### src/rtl/inst_encoder.sv
// inst_encoder: packs LC-3b instruction fields into a 16-bit word and queues
// it in a DEPTH-entry FIFO with a valid/ready output toward fetch/IR load.
// Optional feature macro: INST_ENC_PARITY_EN adds out_parity (even parity of
// the packed word, computed at push and stored as a 17th bit per entry).
module inst_encoder #(
    parameter int DEPTH = 4
) (
    input  logic                     clk,
    input  logic                     reset,
    input  logic                     flush,
    input  logic                     in_valid,
    output logic                     in_ready,
    input  logic [3:0]               opcode,
    input  logic [2:0]               dest,
    input  logic [2:0]               sr1,
    input  logic [2:0]               sr2,
    input  logic                     bit5,
    input  logic                     bit4,
    input  logic                     bit11,
    input  logic [4:0]               imm5,
    input  logic [3:0]               imm4,
    input  logic [5:0]               offset6,
    input  logic [8:0]               offset9,
    input  logic [10:0]              offset11,
    input  logic [7:0]               trapvect8,
    output logic                     out_valid,
    input  logic                     out_ready,
    output logic [15:0]              out_word,
`ifdef INST_ENC_PARITY_EN
    output logic                     out_parity,
`endif
    output logic [$clog2(DEPTH):0]   count
);

    localparam int PW = $clog2(DEPTH);
    localparam int CW = PW + 1;
`ifdef INST_ENC_PARITY_EN
    localparam int EW = 17;
`else
    localparam int EW = 16;
`endif

    logic [15:0]   packed_w;
    logic [EW-1:0] entry_w;
    logic [EW-1:0] head_w;
    logic [EW-1:0] mem_q [DEPTH];
    logic [PW-1:0] wr_ptr_q, wr_ptr_d;
    logic [PW-1:0] rd_ptr_q, rd_ptr_d;
    logic [CW-1:0] count_q, count_d;
    logic          push, pop;

    // Field packing: opcode on top, fields not used by the opcode stay zero.
    always_comb begin
        packed_w = {opcode, 12'h000};
        case (opcode)
            4'b0001, 4'b0101:                       // ADD / AND
                packed_w[11:0] = bit5 ? {dest, sr1, 1'b1, imm5}
                                      : {dest, sr1, 1'b0, 2'b00, sr2};
            4'b1001:                                // NOT
                packed_w[11:0] = {dest, sr1, 6'b111111};
            4'b0000, 4'b1110:                       // BR / LEA
                packed_w[11:0] = {dest, offset9};
            4'b0010, 4'b0110, 4'b1010,
            4'b0011, 4'b0111, 4'b1011:              // loads / stores
                packed_w[11:0] = {dest, sr1, offset6};
            4'b1100:                                // JMP
                packed_w[11:0] = {3'b000, sr1, 6'b000000};
            4'b0100:                                // JSR / JSRR
                packed_w[11:0] = bit11 ? {1'b1, offset11}
                                       : {3'b000, sr1, 6'b000000};
            4'b1101:                                // SHF
                packed_w[11:0] = {dest, sr1, bit5, bit4, imm4};
            4'b1111:                                // TRAP
                packed_w[11:0] = {4'h0, trapvect8};
            default: ;                              // RTI: low bits zero
        endcase
    end

`ifdef INST_ENC_PARITY_EN
    assign entry_w = {^packed_w, packed_w};
`else
    assign entry_w = packed_w;
`endif

    assign in_ready  = (count_q != CW'(DEPTH));
    assign out_valid = (count_q != '0);
    assign push      = in_valid && in_ready && !flush;
    assign pop       = out_valid && out_ready && !flush;

    // Storage is not reset; the count gates everything visible downstream.
    always_ff @(posedge clk) begin
        if (push) mem_q[wr_ptr_q] <= entry_w;
    end

    assign head_w   = mem_q[rd_ptr_q];
    assign out_word = out_valid ? head_w[15:0] : 16'h0000;
`ifdef INST_ENC_PARITY_EN
    assign out_parity = out_valid ? head_w[16] : 1'b0;
`endif
    assign count = count_q;

    // Next-state for pointers and occupancy; flush wins over push/pop.
    always_comb begin
        wr_ptr_d = wr_ptr_q;
        rd_ptr_d = rd_ptr_q;
        count_d  = count_q;
        if (flush) begin
            wr_ptr_d = '0;
            rd_ptr_d = '0;
            count_d  = '0;
        end else begin
            if (push) wr_ptr_d = wr_ptr_q + 1'b1;
            if (pop)  rd_ptr_d = rd_ptr_q + 1'b1;
            case ({push, pop})
                2'b10:   count_d = count_q + 1'b1;
                2'b01:   count_d = count_q - 1'b1;
                default: ;
            endcase
        end
    end

    // Pointer/count registers with asynchronous clear.
    always_ff @(posedge clk or posedge reset) begin
        if (reset) begin
            wr_ptr_q <= '0;
            rd_ptr_q <= '0;
            count_q  <= '0;
        end else begin
            wr_ptr_q <= wr_ptr_d;
            rd_ptr_q <= rd_ptr_d;
            count_q  <= count_d;
        end
    end

endmodule

### config.mk
export PLATFORM = sky130hd
export DESIGN_NAME = inst_encoder
export DESIGN_NICKNAME = d
export VERILOG_FILES = /design/src/rtl/inst_encoder.sv
export SDC_FILE = /design/constraint.sdc
export NUM_CORES = 1
export LEC_CHECK = 0
export ABC_AREA = 1
export CORE_ASPECT_RATIO = 0.5
export CORE_MARGIN = 10
export CORE_UTILIZATION = 40
export DETAILED_ROUTE_END_ITERATION = 7
export PLACE_DENSITY = 0.73
export RECOVER_POWER = 100
export SYNTH_ARGS = -nofsm -noshare
export SYNTH_HDL_FRONTEND = slang
export SYNTH_SLANG_ARGS = --single-unit
### constraint.sdc
create_clock -name clk -period 2.7 [get_ports clk]
set_input_delay 0.54 -clock clk [delete_from_list [all_inputs] [get_ports clk]]
set_output_delay 0.54 -clock clk [all_outputs]
set_load 0.02 [all_outputs]
==> ci_impl_report.md <==
## Synthesis and layout report

| Metric | Value |
|---|---|
| Status | `finished clean` |
| WL met1 | `3760 µm` |
| Syn_nets | `419` |
| Nonclk inv count | `28` |
| Post-synth tally of flip-flops with integrated enable | `64` |
| Routed Antenna Nets | `0` |
| Register area | `2100 µm²` |
| Syn Inst Count | `350` |
| Clock-cell share of area | `0.0645` |
| Critical path origin | `rd_ptr_q[0]` |
| Pwr dens | `835 nW/µm²` |
| Synth cell types | `30` |
| Flop2flop setup slack | `0.41 ns` |
| GRT busiest layer | `met2` |
| Placed cell count | `548` |
| Seq area share | `0.445` |
| Met2 Wirelength | `3860 µm` |
| XOR Share, Synth | `0.00254` |
| GP Congestion | `0.836` |
| RSZ-0062 raised after global routing | `no` |
| Total number of cells along the worst setup path | `6` |
| GR Util met2 | `0.211` |
| Post-DP HPWL | `6390 µm` |
| Fin util | `0.577` |
| Crit-path max FO | `26` |
| Top_reg_cell synth | `edfxtp_1` |
| Top comb family, area | `simple AND/OR/NAND/NOR gates` |
| Crit-path max cell delay | `0.64 ns` |
| Post-Synth Simple-Gate Area | `0.186` |
| Largest net degree at the start of global routing | `27` |
| Seq pwr | `1.35 mW` |
| Area growth, synth to finish | `37.0%` |
| Power Clock | `1.18 mW` |
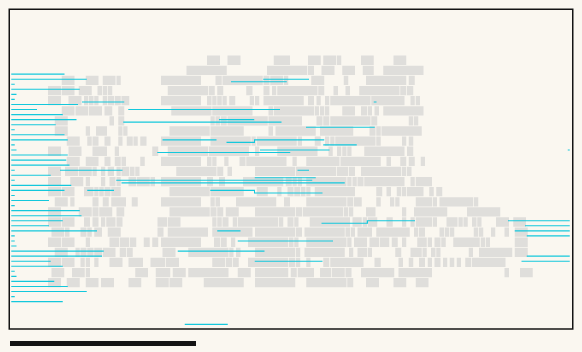
**Above:** signal wires on met3.
Scale bar: 50 µm.
main direction: horizontal
longest straight run: 59.8 µm
nets with wire on the layer: 71
share of all routed wire: 12%

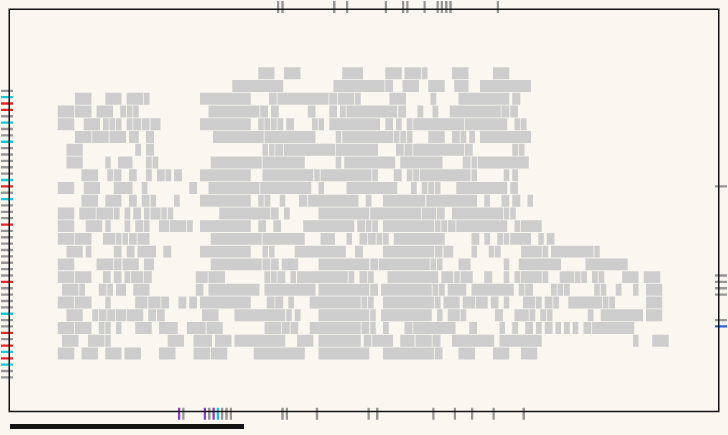
**Above:** ports around the boundary.
Scale bar: 50 µm. Pins as bars across the die edge, other pins in gray.
legend:
  blue:
    port: reset
    pins: 1
    direction: input
    edge: right
  purple:
    port: sr2
    pins: 3
    direction: input
    edge: bottom
  red:
    port: trapvect8
    pins: 8
    direction: input
    edge: left
  cyan:
    port: offset9
    pins: 9
    direction: input
    edge: 8 left, 1 bottom
all pins by edge: 46 left, 19 bottom, 13 top, 7 right
die span in x: 151 µm
Die Y: 85.6 µm
Port Buffers: 84

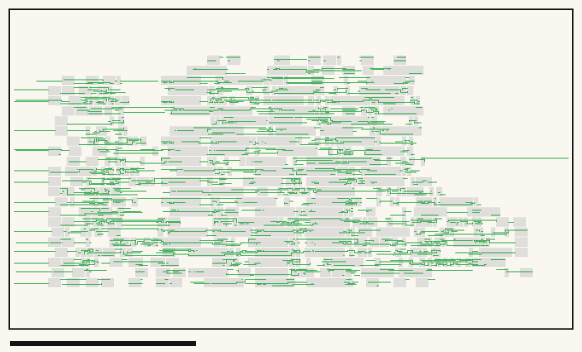
**Above:** metal 1.
Scale bar: 50 µm.
longest straight run: 39.6 µm
nets with wire on the layer: 471
via count: 2745
final WL: 8770 µm
M1 GR Usage: 0.170

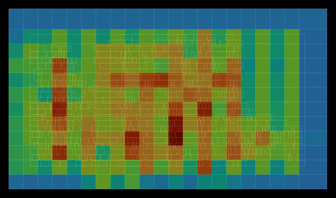
**Above:** congestion heat map.
total track usage: 0.139
WL/cell: 15.5 µm

Power and IR drop assume default switching activity.
